File: config.mk
export PLATFORM = sky130hd
export DESIGN_NAME = cdma_rx_decoder
export DESIGN_NICKNAME = d
export VERILOG_FILES = /design/src/rtl/cdma_rx_decoder.sv
export SDC_FILE = /design/constraint.sdc
export NUM_CORES = 1
export LEC_CHECK = 0
export CAP_MARGIN = 30
export CELL_PAD_IN_SITES_DETAIL_PLACEMENT = 1
export CELL_PAD_IN_SITES_GLOBAL_PLACEMENT = 1
export CORE_ASPECT_RATIO = 1.25
export CORE_UTILIZATION = 38
export DETAILED_ROUTE_END_ITERATION = 6
export GPL_ROUTABILITY_DRIVEN = 1
export MAX_ROUTING_LAYER = met4
export PLACE_DENSITY = 0.83
export SLEW_MARGIN = 20
export SYNTH_ARGS = -nofsm -noshare
export SYNTH_HDL_FRONTEND = slang
export SYNTH_SLANG_ARGS = --single-unit
File: constraint.sdc
create_clock -name clk -period 3.65 [get_ports clk]
set_input_delay 0.73 -clock clk [delete_from_list [all_inputs] [get_ports clk]]
set_output_delay 0.73 -clock clk [all_outputs]
set_load 0.02 [all_outputs]
File: src/rtl/cdma_rx_decoder.sv
// cdma_rx_decoder: despreads one port's CDMA code out of the aggregated per-chip sums.
// Optional CDMA_RX_CHECK_EN adds chk_err_o, flagging final sums off the ideal T +/- N/2 points.
module cdma_rx_decoder #(
    parameter int CODE_WIDTH = 8,
    parameter int CODE_ID    = 1,
    parameter int DATA_WIDTH = 1,
    parameter int SUM_W      = $clog2(CODE_WIDTH + 1),
    parameter int ACC_W      = $clog2(CODE_WIDTH * CODE_WIDTH + 1) + 1
) (
    input  logic                        clk,
    input  logic                        rst,
    input  logic [DATA_WIDTH*SUM_W-1:0] chip_sum_i,
    input  logic                        chip_valid_i,
    input  logic                        sync_i,
    output logic [DATA_WIDTH-1:0]       data_o,
    output logic                        data_valid_o,
    input  logic                        data_ready_i,
    output logic                        frame_abort_o,
    output logic                        ovf_o
`ifdef CDMA_RX_CHECK_EN
    ,
    output logic [DATA_WIDTH-1:0]       chk_err_o
`endif
);
    // Code table rows are Walsh sequences: chip k of code id is parity(id & ~k).
    function automatic logic [CODE_WIDTH-1:0] gen_code(input int id);
        logic [CODE_WIDTH-1:0] c;
        c = '0;
        for (int k = 0; k < CODE_WIDTH; k++) c[k] = ^(id & ~k & (CODE_WIDTH - 1));
        return c;
    endfunction

    function automatic int count_ones(input logic [CODE_WIDTH-1:0] c);
        int n;
        n = 0;
        for (int k = 0; k < CODE_WIDTH; k++) n += int'(c[k]);
        return n;
    endfunction

    localparam int CNT_W = (CODE_WIDTH > 1) ? $clog2(CODE_WIDTH) : 1;
    localparam logic [CODE_WIDTH-1:0] CODE = gen_code(CODE_ID);
    localparam int ONES = count_ones(CODE);
    localparam int THR = CODE_WIDTH * (CODE_WIDTH - 2 * ONES) / 2;
    localparam logic signed [ACC_W-1:0] T_A = ACC_W'(THR);
    localparam logic signed [ACC_W-1:0] HALF = ACC_W'(CODE_WIDTH / 2);
    localparam logic [CNT_W-1:0] LAST = CNT_W'(CODE_WIDTH - 1);

    typedef enum logic {IDLE, RUN} state_t;

    state_t                  state_q, state_d;
    logic [CNT_W-1:0]        cnt_q, cnt_d;
    logic signed [ACC_W-1:0] acc_q [DATA_WIDTH];
    logic signed [ACC_W-1:0] acc_d [DATA_WIDTH];
    logic signed [ACC_W-1:0] term  [DATA_WIDTH];
    logic [DATA_WIDTH-1:0]   data_q, data_d, dec;
    logic                    valid_q, valid_d, abort_q, abort_d, ovf_q, ovf_d;
    logic                    run, load, take, last, c_k;
`ifdef CDMA_RX_CHECK_EN
    logic [DATA_WIDTH-1:0]   chk_q, chk_d, chk;
`endif

    always_comb begin
        run     = state_q == RUN;
        load    = chip_valid_i && (run ? (sync_i || cnt_q == '0) : sync_i);
        take    = chip_valid_i && (run || sync_i);
        last    = chip_valid_i && run && !sync_i && cnt_q == LAST;
        abort_d = chip_valid_i && run && sync_i && cnt_q != '0;
        c_k     = CODE[load ? '0 : cnt_q];
        dec     = '0;
`ifdef CDMA_RX_CHECK_EN
        chk     = '0;
`endif
        for (int l = 0; l < DATA_WIDTH; l++) begin
            term[l]  = ACC_W'(chip_sum_i[l*SUM_W +: SUM_W]);
            term[l]  = c_k ? -term[l] : term[l];
            acc_d[l] = !take ? acc_q[l] : load ? term[l] : acc_q[l] + term[l];
            dec[l]   = acc_d[l] > T_A;
`ifdef CDMA_RX_CHECK_EN
            chk[l]   = acc_d[l] != T_A + HALF && acc_d[l] != T_A - HALF;
`endif
        end
        state_d = load ? RUN : state_q;
        cnt_d   = load ? CNT_W'(1) : take ? (cnt_q == LAST ? '0 : cnt_q + 1'b1) : cnt_q;
        data_d  = last ? dec : data_q;
        valid_d = last || (valid_q && !data_ready_i);
        ovf_d   = ovf_q || (last && valid_q && !data_ready_i);
`ifdef CDMA_RX_CHECK_EN
        chk_d   = last ? chk : chk_q;
`endif
    end

    always_ff @(posedge clk) begin
        if (rst) begin
            state_q <= IDLE;
            cnt_q   <= '0;
            acc_q   <= '{default: '0};
            data_q  <= '0;
            valid_q <= 1'b0;
            abort_q <= 1'b0;
            ovf_q   <= 1'b0;
`ifdef CDMA_RX_CHECK_EN
            chk_q   <= '0;
`endif
        end else begin
            state_q <= state_d;
            cnt_q   <= cnt_d;
            acc_q   <= acc_d;
            data_q  <= data_d;
            valid_q <= valid_d;
            abort_q <= abort_d;
            ovf_q   <= ovf_d;
`ifdef CDMA_RX_CHECK_EN
            chk_q   <= chk_d;
`endif
        end
    end

    assign data_o        = data_q;
    assign data_valid_o  = valid_q;
    assign frame_abort_o = abort_q;
    assign ovf_o         = ovf_q;
`ifdef CDMA_RX_CHECK_EN
    assign chk_err_o     = chk_q;
`endif
endmodule

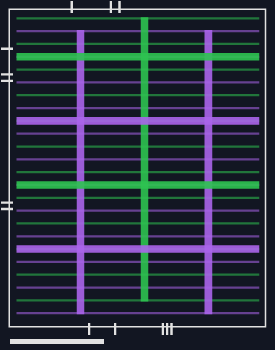
floorplan.png
The bar under the picture is 20 um long. Pins as bars on the die edge.
| color | net |
|---|---|
| purple | VSS |
| green | VDD |
rows: 23
signal pins: 13
met4 straps: 3

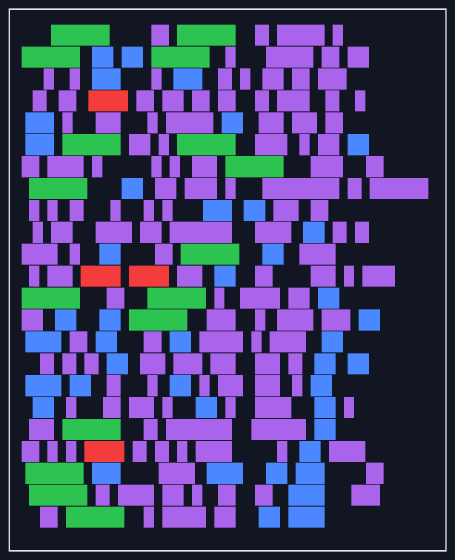
class_map.png
| color | class | cells |
|---|---|---|
| green | registers | 16 |
| purple | remaining logic cells | 140 |
| blue | remaining buffers and delay cells | 42 |
| red | clock drivers and dummy loads | 4 |

==> git commit body <==
Store results of the implementation flow

- Buffers inserted to repair hold after CTS numbered 0.
- Placement row count: 23
- During tapcell insertion the tool placed 37 well taps.
- For this configuration, the core starts out at a cell density of 39.9%.
- M2 GR Usage: 51.5%
- The max-slew check reports its worst relative slack as 56.5%.
* Sequential share of cell area: 17.4%
* Library cell used as clock root buffer: sky130_fd_sc_hd__clkbuf_8
- CTS built an H-tree with a depth of 1.
* Number of synthesized register bits: 16
* Commonest register cell after synthesis: sky130_fd_sc_hd__dfxtp_1
- Placed wire-length estimate: 3360 um
- After synthesis the cells add up to 0.00129 sq mm.
- The finished design was reported to have a net count of 223.
- Flip-flops with a built-in enable: 0
* Total power per unit cell area: 356 mW/mm^2
- Non-clock inverter total of the final layout: 13
- Post-Synthesis Cells: 160
- Global routing used 31.9% of the available met1 tracks.
- The tightest min-delay check is of the reg2reg type.
* Number of cells on the worst hold path: 2
* Largest cell class by area: combinational gates
* Minimum clock period after layout: 3.51 ns
- Slew of the pin with the lowest slew margin: 0.650 ns
- Power share of the sequential group: 30.6%
- Post-layout utilization of the core: 57.0%
- In the finished design, the share of the clock period the worst path needs comes to 96.1%.
- The worst register-to-register path ends at data_o$_SDFFE_PP0P_.
- Tot Pwr: 0.000653 W
- TritonCTS clock tree: done
* Filler cell count: 395
- Across the run, the number of max-cap violations was 0.
- Buffers outside the clock tree occupy 19.5% of the routed design's cell area.
- Final routed DRC violation total: 0
- Multiplexer cells account for 0.875% of the synthesized area.
- Compound-cell area share of the yosys netlist: 30.9%
- Grt ovf: 0
* Post-Place Cells: 231
- Slowest stage cell on the critical path: sky130_fd_sc_hd__or4_4
- Per STA, the startpoint of the critical path is chip_sum_i[3].
- Power in the clock group: 0.000174 W
- Placed Instance Area: 0.00163 sq mm
- Setup TNS after final layout: 0 ns
- The area growth from synthesis to layout is 42.8%.
- The capture point of the critical path was reported as data_o$_SDFFE_PP0P_.
* Post-CTS clock slew at the launch and capture registers of the worst setup and hold paths: 0.07 ns
* Internal power: 0.000411 W
* Net load switching power: 0.000242 W
- The layout report lists the multi-input gate area as 0.00101 sq mm.
- Worst hold slack: 0.478 ns
* Maximum cell stage delay along the critical path: 0.54 ns
- Outcome: complete, no violations
* Synth logic family: AND-OR/OR-AND gates
- Critical path's top delay family: AND-OR/OR-AND gates
* Flop count: 16
* WS Path Type: in2reg
* Setup slack on the worst flop-to-flop path: 0.20 ns
* Most frequent logic cells in the routed design: sky130_fd_sc_hd__buf_4 (30), sky130_fd_sc_hd__nor2_1 (18), sky130_fd_sc_hd__dfxtp_1 (16)
- Overall chip area: 0.00362 sq mm
- Per the final timing report, the hold violations number 0.
- For this design, Yosys synthesis ends with a cell count of 160.
* Number of diodes added for antenna fixing: 0
- Area taken by flip-flops and latches: 320 sq um
- Distinct cells, synth: 47
* Sum of routed wire length over all layers: 5280 um
- The first global-routing pass estimated 7400 um of wire.
- The via count of the first global-routing pass was 1516.
- Post-synthesis share of cell area spent on and, or, nand and nor gates: 23.4%
- Number of buffers created by CTS: 3
- Wire segments on met3 add up to 139 um in the final route.
* Max Used Layer: met4
- The worst setup path is captured at a flip-flop.
- According to the floorplan report, the die width is 54.0 um.
- Traced cell by cell, the critical path runs through clkdlybuf4s50_1, inv_1, ha_1, nand2_1, o21ai_0, ha_1, or4_4, o21ai_2, a31oi_2, a21o_1, a211o_1, o41ai_2, a21oi_1.
* Highest achievable clock rate: 285 MHz
- Final tally of setup violations: 0
- Max-slew violation count: 0
- Combinational logic burns 42.7% of the power.
- Logic share of the area: 54.9%
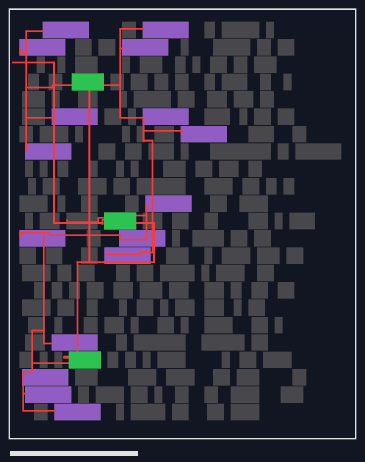
clock_wires.png
The bar under the picture is 20 um long.
[green] clock-net drivers | count: 3
[purple] flip-flops | count: 16
[red] clock wires | length: 309 um
routed clock nets: 4

-- synthesized netlist by cell type, types with 2 or more instances --
library cell / count / area, sq um
sky130_fd_sc_hd__nor2_1: 21 / 78.8
sky130_fd_sc_hd__dfxtp_1: 16 / 320
sky130_fd_sc_hd__inv_1: 13 / 48.8
sky130_fd_sc_hd__nand2_1: 11 / 41.3
sky130_fd_sc_hd__ha_1: 10 / 125
sky130_fd_sc_hd__o21ai_0: 8 / 40.0
sky130_fd_sc_hd__a21oi_1: 7 / 35.0
sky130_fd_sc_hd__nor2b_1: 6 / 37.5
sky130_fd_sc_hd__a31oi_1: 5 / 31.3
sky130_fd_sc_hd__clkbuf_1: 4 / 15.0
sky130_fd_sc_hd__nor3_1: 4 / 20.0
sky130_fd_sc_hd__a311oi_1: 3 / 26.3
sky130_fd_sc_hd__and2_1: 3 / 18.8
sky130_fd_sc_hd__nand3_1: 3 / 15.0
sky130_fd_sc_hd__o211ai_1: 3 / 22.5
sky130_fd_sc_hd__o31ai_1: 3 / 22.5
sky130_fd_sc_hd__xnor2_1: 3 / 26.3
sky130_fd_sc_hd__a211o_1: 2 / 17.5
sky130_fd_sc_hd__a211oi_1: 2 / 15.0
sky130_fd_sc_hd__a21o_1: 2 / 15.0
sky130_fd_sc_hd__nand2b_1: 2 / 12.5
sky130_fd_sc_hd__nor4_1: 2 / 12.5
sky130_fd_sc_hd__o21a_1: 2 / 15.0
sky130_fd_sc_hd__o21bai_1: 2 / 15.0
-- repair_timing --
action                                 in CTS  in global routing
endpoints found under the hold margin       0                  0
setup endpoints to repair                   4                  5
resized                                     7                 24
setup buffers                               1                  3
pin swaps                                   4                  9
-- registers in the layout, summed over array words and instances, names as in the netlist --
register,cells
acc_q,8
cnt_q,3
data_o,1
data_valid_o,1
frame_abort_o,1
ovf_o,1
run,1
Power and IR drop assume default switching activity.
